Figure 1. Signal wires on met4.
Cells faint in the background.
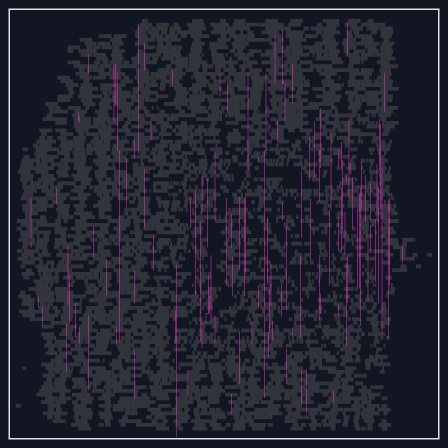
Figure 2. Signal metal coverage by tile.
The die is cut into 31 by 31 equal tiles; dark blue is low, red is high, scaled to the fullest tile. Values are wire area over tile area, all layers added.
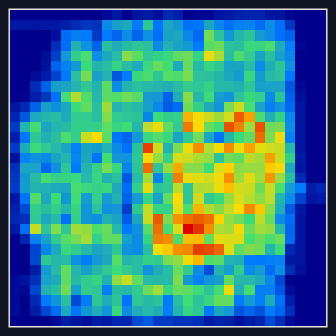
Figure 3. Cells coloured by class.
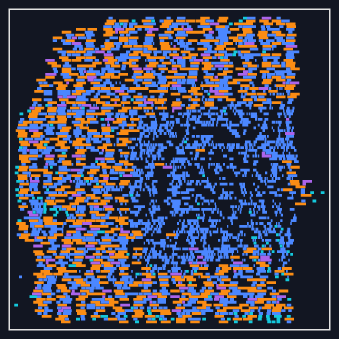
## src/rtl/rv32e_exec_core.sv

```systemverilog
// rv32e_exec_core: multi-cycle RV32E execute core (decode, 16x32 regfile, ALU, 4-state FSM).
// Define RV32E_ITYPE_EN to execute OP-IMM (0010011); otherwise those instructions trap as illegal.
module rv32e_exec_core #(
    parameter int XLEN      = 32,
    parameter int REG_COUNT = 16
) (
    input  logic            clk,
    input  logic            reset,
    input  logic [31:0]     INSTR,
    output logic [XLEN-1:0] ALUResult,
    output logic            illegal,
    output logic            done
);

    localparam int RW = $clog2(REG_COUNT);

    localparam logic [6:0] OPC_OP    = 7'b0110011;
`ifdef RV32E_ITYPE_EN
    localparam logic [6:0] OPC_OPIMM = 7'b0010011;
`endif

    typedef enum logic [1:0] {
        S_FETCH,
        S_READ,
        S_EXEC,
        S_WB
    } state_t;

    typedef enum logic [3:0] {
        ALU_ADD,
        ALU_SUB,
        ALU_SLL,
        ALU_SLT,
        ALU_SLTU,
        ALU_XOR,
        ALU_SRL,
        ALU_SRA,
        ALU_OR,
        ALU_AND
    } alu_op_t;

    state_t          state_q, state_d;
    logic [31:0]     instr_q;
    logic [XLEN-1:0] op1_q, op2_q;
    logic [XLEN-1:0] alu_q;
    logic            illegal_q;
    logic [XLEN-1:0] rf_q [REG_COUNT];

    logic [6:0] opcode;
    logic [4:0] rd_f, rs1_f, rs2_f;
    logic [2:0] funct3;
    logic [6:0] funct7;

    assign opcode = instr_q[6:0];
    assign rd_f   = instr_q[11:7];
    assign funct3 = instr_q[14:12];
    assign rs1_f  = instr_q[19:15];
    assign rs2_f  = instr_q[24:20];
    assign funct7 = instr_q[31:25];

    alu_op_t alu_op;
    logic    dec_bad;
    logic    use_rs2;
    logic    reg_bad;
    logic    dec_ill;

    always_comb begin
        alu_op  = ALU_ADD;
        dec_bad = 1'b1;
        use_rs2 = 1'b0;
        unique case (opcode)
            OPC_OP: begin
                use_rs2 = 1'b1;
                dec_bad = 1'b0;
                unique case ({funct7, funct3})
                    {7'h00, 3'b000}: alu_op = ALU_ADD;
                    {7'h20, 3'b000}: alu_op = ALU_SUB;
                    {7'h00, 3'b001}: alu_op = ALU_SLL;
                    {7'h00, 3'b010}: alu_op = ALU_SLT;
                    {7'h00, 3'b011}: alu_op = ALU_SLTU;
                    {7'h00, 3'b100}: alu_op = ALU_XOR;
                    {7'h00, 3'b101}: alu_op = ALU_SRL;
                    {7'h20, 3'b101}: alu_op = ALU_SRA;
                    {7'h00, 3'b110}: alu_op = ALU_OR;
                    {7'h00, 3'b111}: alu_op = ALU_AND;
                    default:         dec_bad = 1'b1;
                endcase
            end
`ifdef RV32E_ITYPE_EN
            OPC_OPIMM: begin
                dec_bad = 1'b0;
                unique case (funct3)
                    3'b000: alu_op = ALU_ADD;
                    3'b010: alu_op = ALU_SLT;
                    3'b011: alu_op = ALU_SLTU;
                    3'b100: alu_op = ALU_XOR;
                    3'b110: alu_op = ALU_OR;
                    3'b111: alu_op = ALU_AND;
                    3'b001: begin
                        alu_op  = ALU_SLL;
                        dec_bad = (funct7 != 7'h00);
                    end
                    3'b101: begin
                        alu_op  = (funct7 == 7'h20) ? ALU_SRA : ALU_SRL;
                        dec_bad = (funct7 != 7'h00) && (funct7 != 7'h20);
                    end
                endcase
            end
`endif
            default: dec_bad = 1'b1;
        endcase
    end

    // rs2 bits hold the immediate for OP-IMM, so only range-check it for R-type
    always_comb begin
        reg_bad = (int'(rd_f) >= REG_COUNT) || (int'(rs1_f) >= REG_COUNT);
        if (use_rs2 && int'(rs2_f) >= REG_COUNT) begin
            reg_bad = 1'b1;
        end
    end

    assign dec_ill = dec_bad || reg_bad;

    logic [XLEN-1:0] rs1_val, rs2_val, op2_sel;

    assign rs1_val = (rs1_f[RW-1:0] == '0) ? '0 : rf_q[rs1_f[RW-1:0]];
    assign rs2_val = (rs2_f[RW-1:0] == '0) ? '0 : rf_q[rs2_f[RW-1:0]];

`ifdef RV32E_ITYPE_EN
    logic [XLEN-1:0] imm_sext;
    assign imm_sext = {{(XLEN-12){instr_q[31]}}, instr_q[31:20]};
    assign op2_sel  = (opcode == OPC_OPIMM) ? imm_sext : rs2_val;
`else
    assign op2_sel  = rs2_val;
`endif

    logic [4:0]      shamt;
    logic [XLEN-1:0] alu_out;

    assign shamt = op2_q[4:0];

    always_comb begin
        alu_out = '0;
        unique case (alu_op)
            ALU_ADD:  alu_out = op1_q + op2_q;
            ALU_SUB:  alu_out = op1_q - op2_q;
            ALU_SLL:  alu_out = op1_q << shamt;
            ALU_SLT:  alu_out = {{(XLEN-1){1'b0}},
                                 ($signed(op1_q) < $signed(op2_q))};
            ALU_SLTU: alu_out = {{(XLEN-1){1'b0}}, (op1_q < op2_q)};
            ALU_XOR:  alu_out = op1_q ^ op2_q;
            ALU_SRL:  alu_out = op1_q >> shamt;
            ALU_SRA:  alu_out = $signed(op1_q) >>> shamt;
            ALU_OR:   alu_out = op1_q | op2_q;
            ALU_AND:  alu_out = op1_q & op2_q;
            default:  alu_out = '0;
        endcase
    end

    always_comb begin
        state_d = state_q;
        done    = 1'b0;
        unique case (state_q)
            S_FETCH: state_d = S_READ;
            S_READ:  state_d = S_EXEC;
            S_EXEC:  state_d = S_WB;
            S_WB: begin
                state_d = S_FETCH;
                done    = 1'b1;
            end
            default: state_d = S_FETCH;
        endcase
    end

    always_ff @(posedge clk or posedge reset) begin
        if (reset) begin
            state_q <= S_FETCH;
        end else begin
            state_q <= state_d;
        end
    end

    always_ff @(posedge clk or posedge reset) begin
        if (reset) begin
            instr_q   <= '0;
            op1_q     <= '0;
            op2_q     <= '0;
            alu_q     <= '0;
            illegal_q <= 1'b0;
        end else begin
            unique case (state_q)
                S_FETCH: instr_q <= INSTR;
                S_READ: begin
                    op1_q <= rs1_val;
                    op2_q <= op2_sel;
                end
                S_EXEC: begin
                    alu_q     <= dec_ill ? '0 : alu_out;
                    illegal_q <= dec_ill;
                end
                default: ;
            endcase
        end
    end

    // x0 is never written; reads of index 0 are forced to zero as well
    always_ff @(posedge clk or posedge reset) begin
        if (reset) begin
            for (int i = 0; i < REG_COUNT; i++) begin
                rf_q[i] <= '0;
            end
        end else if (state_q == S_WB && !illegal_q && rd_f[RW-1:0] != '0) begin
            rf_q[rd_f[RW-1:0]] <= alu_q;
        end
    end

    assign ALUResult = alu_q;
    assign illegal   = illegal_q;

endmodule

```

## config.mk

```make
export PLATFORM = sky130hd
export DESIGN_NAME = rv32e_exec_core
export DESIGN_NICKNAME = d
export VERILOG_FILES = /design/src/rtl/rv32e_exec_core.sv
export SDC_FILE = /design/constraint.sdc
export NUM_CORES = 2
export LEC_CHECK = 0
export CORE_MARGIN = 4
export CORE_UTILIZATION = 45
export CTS_BUF_LIST = sky130_fd_sc_hd__clkbuf_4 sky130_fd_sc_hd__clkbuf_8 sky130_fd_sc_hd__clkbuf_16
export CTS_CLUSTER_SIZE = 40
export DETAILED_ROUTE_END_ITERATION = 6
export SYNTH_ARGS = -nofsm -noshare
export SYNTH_HDL_FRONTEND = slang
export SYNTH_SLANG_ARGS = --single-unit
```

## constraint.sdc

```tcl
create_clock -name clk -period 20.9 [get_ports clk]
set_clock_uncertainty 0.1 [all_clocks]
set_input_delay 4.18 -clock clk [delete_from_list [all_inputs] [get_ports clk]]
set_output_delay 4.18 -clock clk [all_outputs]
set_load 0.005 [all_outputs]
```

==> flow_metrics.py <==
# Metrics from the implementation run
metrics = {
    "outcome": {
        "status": "complete, no violations",
    },
    "synthesis": {
        "netlist_top_cells_count": "dfrtp_1 (643), mux2_2 (523), mux4_2 (348)",
        "yosysWarnings": 0,
        "syn_area_sq_um": 40600,
        "ys_top_logic_family": "multiplexers",
        "yosys.area_share.adder_pct": 3.33,
        "yosys_area_sq_um": 40600,
        "synthAoiAreaFrac_pct": 10.2,
        "floorplan.nets": 3521,
    },
    "global_route": {
        "grt_pass1_wl_mm": 206,
        "first_global_vias": 30400,
        "grt_max_degree": 173,
        "grt_overflow": 0,
    },
    "sta": {
        "post-route-period-util_pct": 33.3,
        "relSlewSlack_pct": 24.6,
        "finalHoldViolCount": 0,
    },
    "setup_path": {
        "reg2reg_setup_slack_ns": 15.30,
        "setup.worst_path.start": "reset",
        "r2r_start": "op2_q[1]",
        "ff2ff_path_depth": 12,
        "crit_path_frequent_cell": "buf_12",
        "worstPathMaxFanout": 172,
    },
    "cells_and_area": {
        "final_cell_mix": "dfrtp_1 (630), mux2_2 (523), mux4_2 (348)",
        "dominant_cells": "multi-input combinational cells",
        "logic_gates": 2248,
        "fin_cells": 4479,
        "num_antenna_cells": 0,
        "buffers": 127,
        "ff_count": 643,
        "sh_comb_area_pct": 50.9,
    },
    "place": {
        "numPortBuffers": 67,
    },
    "min_path": {
        "min_from": "rf_q[504]",
        "hold_path_class": "reg -> reg",
    },
    "routing": {
        "dr.pass1.iters": 6,
        "routed_via_density": 6.70,
        "antenna_left": 0,
    },
    "clock_tree": {
        "cts_tree": "yes",
        "clkSinkCount": 643,
        "cts-buffers-inserted": 74,
        "cts_resized": 0,
        "cts_setup_buffers": 0,
    },
    "floorplan": {
        "tap_cells": 1165,
        "core_util_floorplan_pct": 45.7,
        "die-area_sq_um": 95100,
    },
    "pwr": {
        "ir_drop_v": 0.0000574,
    },
}
About Figure 1:
- longest straight run: 178 um
- nets with wire on the layer: 77
- main direction: vertical
- wire length on this layer: 4580 um
final WL: 138 mm
via count: 30.0k

About Figure 2:
- tiles over half the peak: 25%
- fullest tile: 0.67
- nearly empty tiles: 13%
- densest ninth of the die: middle
DR WL/cell: 30.9 um
Total Routing Usage GR: 29.2%

About Figure 3:
- orange: sequential cells (cells 643)
- purple: clock drivers and dummy loads (cells 134)
- blue: combinational and other logic (cells 2410)
- cyan: remaining buffers and delay cells (cells 127)
post-route cell area: 44500 sq um
Seq/total area: 36.2%
Site Rows: 109
total core area: 88900 sq um

state kept, by name, indices dropped and copies added (netlist names):
signal / flops
instr_q: 32
state_q: 2
op1_q: 32
ALUResult: 32
illegal: 1
rf_q: 512
op2_q: 32
metal layers:
layer  wire length, um  track usage, %  share of wire (%)  up-vias
li1                  -               -                  -    12500
met1             58600            41.5                 42    15800
met2             62800            45.0                 45     1410
met3             12300            6.28                8.9      272
met4              4580            9.57                3.3        4
met5                27               0              0.020        -
critical path: cells and delay by family:
kind / cells / cell delay, ns
buffers and inverters: 5 / 2.77
power by group:
part / switching [uW] / internal (uW) / total [uW]
combinational: 63.5 / 36.9 / 100
clock: 553 / 771 / 1320
sequential: 16.2 / 1250 / 1260
Power is estimated from default activity; no workload was simulated.
